`config.mk`:
```
export PLATFORM = sky130hd
export DESIGN_NAME = apb_req_arbiter
export DESIGN_NICKNAME = d
export VERILOG_FILES = /design/src/rtl/apb_req_arbiter.sv
export SDC_FILE = /design/constraint.sdc
export NUM_CORES = 1
export LEC_CHECK = 0
export CORE_MARGIN = 8
export CORE_UTILIZATION = 43
export CTS_CLUSTER_SIZE = 8
export DETAILED_ROUTE_END_ITERATION = 16
export PLACE_DENSITY = 0.87
export SYNTH_ARGS = -nofsm -noshare
export SYNTH_HDL_FRONTEND = slang
export SYNTH_SLANG_ARGS = --single-unit
```
`constraint.sdc`:
```
create_clock -name PCLK -period 3.45 [get_ports PCLK]
set_clock_uncertainty 0.05 [all_clocks]
set_input_delay 0.69 -clock PCLK [delete_from_list [all_inputs] [get_ports PCLK]]
set_output_delay 0.69 -clock PCLK [all_outputs]
set_load 0.02 [all_outputs]
```
`src/rtl/apb_req_arbiter.sv`:
```
// Round-robin arbiter that shares one APB master user port between NUM_REQ requesters.
// Sequences each accepted request through XFER/HOLD/RESP and returns read data and slave error.
module apb_req_arbiter #(
    parameter int NUM_REQ     = 4,
    parameter int XFER_CYCLES = 2,
    parameter int ERRCNT_W    = 8
) (
    input  logic                  PCLK,
    input  logic                  PRESETn,
    input  logic [NUM_REQ-1:0]    req_valid,
    input  logic [NUM_REQ-1:0]    req_write,
    input  logic [NUM_REQ*9-1:0]  req_addr,
    input  logic [NUM_REQ*8-1:0]  req_wdata,
    output logic [NUM_REQ-1:0]    req_ready,
    output logic [NUM_REQ-1:0]    rsp_valid,
    output logic [7:0]            rsp_rdata,
    output logic                  rsp_err,
    output logic                  transfer,
    output logic                  READ_WRITE,
    output logic [8:0]            apb_write_paddr,
    output logic [7:0]            apb_write_data,
    output logic [8:0]            apb_read_paddr,
    input  logic                  PSLVERR,
    input  logic [7:0]            apb_read_data_out,
    output logic [ERRCNT_W-1:0]   err_count,
    output logic                  busy
);

    // state | meaning
    // IDLE  | no transaction, master-side outputs 0, accepting requests
    // XFER  | transfer high, XFER_CYCLES cycles
    // HOLD  | transfer low, buses held, read data/PSLVERR captured on exit
    // RESP  | rsp_valid to owner, may accept the next request
    typedef enum logic [1:0] {
        ST_IDLE = 2'd0,
        ST_XFER = 2'd1,
        ST_HOLD = 2'd2,
        ST_RESP = 2'd3
    } state_t;

    localparam int PTR_W = (NUM_REQ > 1) ? $clog2(NUM_REQ) : 1;
    localparam int CNT_W = $clog2(XFER_CYCLES + 1);
    localparam logic [PTR_W-1:0] PTR_INIT = PTR_W'(NUM_REQ - 1);
    localparam logic [CNT_W-1:0] CNT_LOAD = CNT_W'(XFER_CYCLES - 1);

    state_t              state_q, state_d;
    logic [CNT_W-1:0]    cnt_q, cnt_d;
    logic [PTR_W-1:0]    rr_ptr_q, rr_ptr_d;
    logic [PTR_W-1:0]    owner_q, owner_d;
    logic                wr_q, wr_d;
    logic [8:0]          addr_q, addr_d;
    logic [7:0]          wdata_q, wdata_d;
    logic [7:0]          rdata_q, rdata_d;
    logic                err_q, err_d;
    logic [ERRCNT_W-1:0] err_cnt_q, err_cnt_d;

    logic                grant_found;
    logic [PTR_W-1:0]    grant_idx;
    logic                hs;
    logic                drive;

    // Scan starts one past the last winner so every requester gets a turn.
    always_comb begin
        logic [PTR_W-1:0] idx;
        grant_found = 1'b0;
        grant_idx   = '0;
        idx         = '0;
        for (int i = 1; i <= NUM_REQ; i++) begin
            idx = PTR_W'((int'(rr_ptr_q) + i) % NUM_REQ);
            if (!grant_found && req_valid[idx]) begin
                grant_found = 1'b1;
                grant_idx   = idx;
            end
        end
    end

    assign hs = grant_found && (state_q == ST_IDLE || state_q == ST_RESP);

    always_comb begin
        state_d   = state_q;
        cnt_d     = cnt_q;
        rr_ptr_d  = rr_ptr_q;
        owner_d   = owner_q;
        wr_d      = wr_q;
        addr_d    = addr_q;
        wdata_d   = wdata_q;
        rdata_d   = rdata_q;
        err_d     = err_q;
        err_cnt_d = err_cnt_q;

        case (state_q)
            ST_IDLE: begin
                if (hs) begin
                    state_d = ST_XFER;
                    cnt_d   = CNT_LOAD;
                end
            end
            ST_XFER: begin
                if (cnt_q == '0) state_d = ST_HOLD;
                else             cnt_d   = cnt_q - 1'b1;
            end
            ST_HOLD: begin
                state_d = ST_RESP;
                rdata_d = wr_q ? 8'h00 : apb_read_data_out;
                err_d   = PSLVERR;
            end
            ST_RESP: begin
                if (err_q && (err_cnt_q != '1)) err_cnt_d = err_cnt_q + 1'b1;
                if (hs) begin
                    state_d = ST_XFER;
                    cnt_d   = CNT_LOAD;
                end else begin
                    state_d = ST_IDLE;
                end
            end
            default: state_d = ST_IDLE;
        endcase

        if (hs) begin
            rr_ptr_d = grant_idx;
            owner_d  = grant_idx;
            wr_d     = req_write[grant_idx];
            addr_d   = req_addr[9*grant_idx +: 9];
            wdata_d  = req_wdata[8*grant_idx +: 8];
        end
    end

    always_ff @(posedge PCLK or negedge PRESETn) begin
        if (!PRESETn) begin
            state_q   <= ST_IDLE;
            cnt_q     <= '0;
            rr_ptr_q  <= PTR_INIT;
            owner_q   <= '0;
            wr_q      <= 1'b0;
            addr_q    <= '0;
            wdata_q   <= '0;
            rdata_q   <= '0;
            err_q     <= 1'b0;
            err_cnt_q <= '0;
        end else begin
            state_q   <= state_d;
            cnt_q     <= cnt_d;
            rr_ptr_q  <= rr_ptr_d;
            owner_q   <= owner_d;
            wr_q      <= wr_d;
            addr_q    <= addr_d;
            wdata_q   <= wdata_d;
            rdata_q   <= rdata_d;
            err_q     <= err_d;
            err_cnt_q <= err_cnt_d;
        end
    end

    // Master-side buses follow the latched request from XFER through RESP.
    assign drive = (state_q != ST_IDLE);

    always_comb begin
        req_ready       = hs ? (NUM_REQ'(1) << grant_idx) : '0;
        rsp_valid       = (state_q == ST_RESP) ? (NUM_REQ'(1) << owner_q) : '0;
        transfer        = (state_q == ST_XFER);
        busy            = (state_q == ST_XFER) || (state_q == ST_HOLD);
        READ_WRITE      = drive && !wr_q;
        apb_write_paddr = (drive && wr_q)  ? addr_q  : 9'h000;
        apb_write_data  = (drive && wr_q)  ? wdata_q : 8'h00;
        apb_read_paddr  = (drive && !wr_q) ? addr_q  : 9'h000;
        rsp_rdata       = rdata_q;
        rsp_err         = err_q;
        err_count       = err_cnt_q;
    end

endmodule

```
==> images/metal_stack.png <==
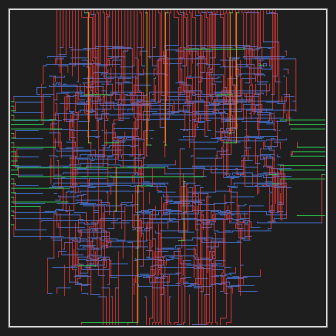
color	layer	wire length
green	met3	400 um
blue	met1	3,280 um
red	met2	4,730 um
orange	met4	264 um

==> images/clock_map.png <==
Bar = 20 um.
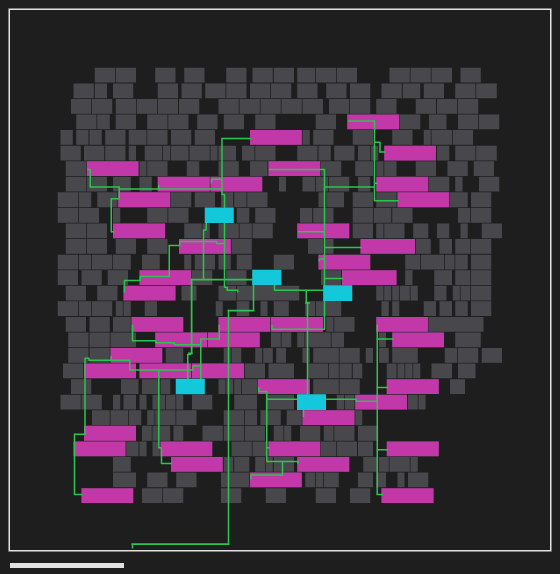
[green] clock wires | length: 538 um
[magenta] flip-flops | count: 43
[cyan] cells driving clock nets | count: 5
routed clock nets	6

==> images/met2.png <==
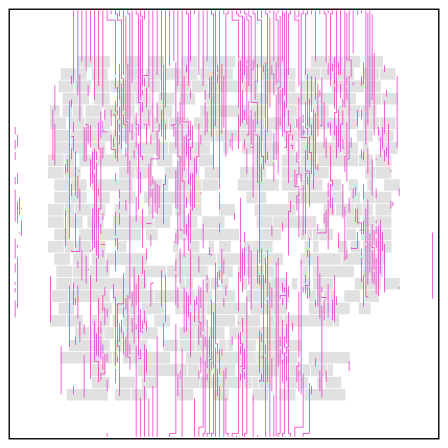
longest straight run	39.3 um
nets with wire on the layer	422
wire length on this layer	4,730 um
share of all routed wire	55%

==> reports/metrics.yaml <==
floorplan:
  fp_util: 0.446
  ios: 141
  coreArea_sq_mm: 0.00592
clock_tree:
  cts_buffer_depth: 2
  clock_latency_ps: 290
  clock-sinks: 43
synth:
  yosysTopAreaCellShare: 0.389
  synthTopCellsByArea: "dfrtp_1 39%, mux2i_1 14%, and2_1 6.2%"
  dominantRegCellSynth: "dfrtp_1"
  synth-warning-count: 0
  synthCells: 267
  syn_nets: 361
  largest_area_cell: "dfrtp_1"
  adder_share: 0.0332
  async_reset_ff_frac: 1.00
placement:
  hpwlAfterDp_um: 6940
  dp_slack_ps: 138
drt:
  routed-via-count: 2507
  met2_wirelength_um: 4730
  top_layer: "met4"
  drtAntennaViolNets: 0
  drc_errors: 0
critical_path:
  cp_max_fo: 6
  crit_type: "in2out"
  r2r_setup_slack_ps: 1290
  critPathCaptureType: "primary output"
power:
  sw_frac_of_total: 0.438
  p_total_mw: 3.62
  power.share.clock: 0.113
finish:
  nNetsFinal: 503
  layout-drive-gt1-share: 0.0683
  top_register: "addr_q"
  fillCellCount: 459
final_timing:
  finalWorstSetupSlack_ps: 131
  drv_slew: 0
  worst_pin_slew_ps: 950
  period_used_share: 0.962
  fmax_ghz: 0.301
global_route:
  antenna_found_initial: 0
run:
  maxCapViolCount: 0
hold_path:
  worstHoldPathType: "reg2reg"
run_status:
  status: "complete, no violations"
==> images/met3.png <==
Bar = 20 um.
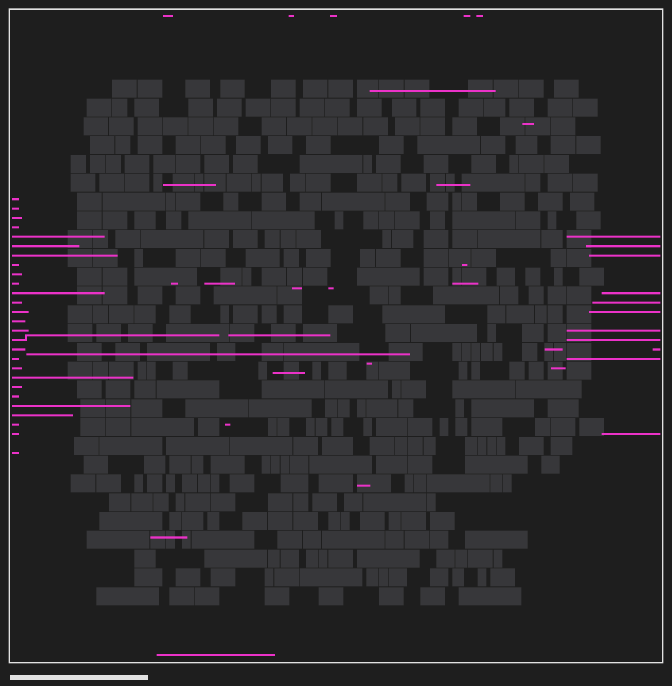
longest straight run	55.2 um
main direction	horizontal
nets with wire on the layer	52
share of all routed wire	4.6%

==> images/final_congestion.png <==
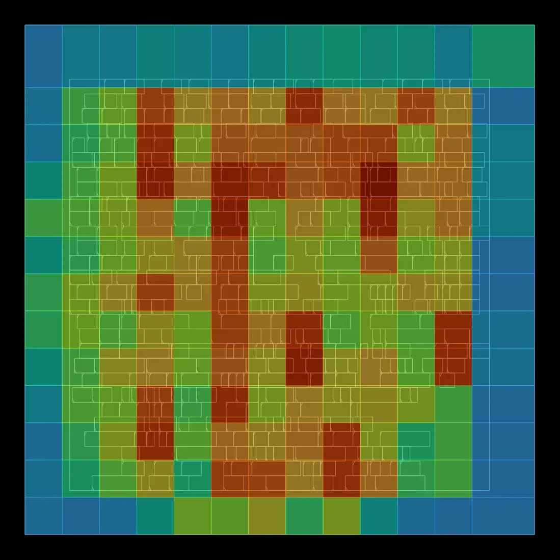
M3 GR Usage: 0.0357
Finished Core Util: 0.710
GRT Overall Usage: 0.189

metal layers:
layer	up-vias	track usage
met5	-	0
met1	1201	0.210
met2	73	0.344
li1	1217	-
met4	0	0.0832
met3	16	0.0357
path summary, 6_finish.rpt:
| kind | cells after the start | to | from |
|---|---|---|---|
| max | 6 | req_ready[0] | req_valid[2] |
| min | 2 | cnt_q[1] | cnt_q[1] |
| max reg2reg | 6 | wdata_q[1] | rr_ptr_q[1] |
| min reg2reg | 2 | cnt_q[1] | cnt_q[1] |
| max in group asynchronous | 1 | rsp_rdata[0] | PRESETn |
| min in group asynchronous | 1 | err_count[2] | PRESETn |
metrics by stage:
| stage | instance area, sq um | std cells | hold slack (ps) |
|---|---|---|---|
| finish | 4200 | 485 | 440 |
| global route | 4200 | 485 | 472 |
| CTS | 4200 | 485 | 445 |
| detailed placement | 4080 | 477 | 423 |
| global placement | 4080 | 477 | 410 |
| floorplan | 2640 | 267 | 344 |
cell families after synthesis:
kind of cell,count (synthesis)
simple gates,98
buf+inv,29
fa+ha+maj,7
compound gates,44
mux,39
xor+xnor,7
flops,43
area by class of cell:
type                       instances  area share
clock buffer                       6      0.0196
timing repair buffer             149       0.348
tap                               75      0.0223
clock inverter                     2     0.00833
inverter                          15      0.0134
multi-input combinational        195       0.332
sequential                        43       0.257
power by group through the flow:
stage | logic [mW] | clock network [mW] | registers, mW
2_1_floorplan | 1.37 | 0 | 0.964
3_3_place_gp | 2.22 | 0 | 0.925
3_5_place_dp | 2.29 | 0 | 0.941
4_1_cts | 2.30 | 0.416 | 0.934
5_1_grt | 2.47 | 0.431 | 0.972
6_report | 2.28 | 0.408 | 0.933
worst max-delay path: stages:
cell,delay [ps]
clkdlybuf4s50_1,540
and2b_1,230
a21oi_2,160
o221ai_4,150
nor2_1,140
clkdlybuf4s50_1,660
Power and IR drop assume default switching activity.
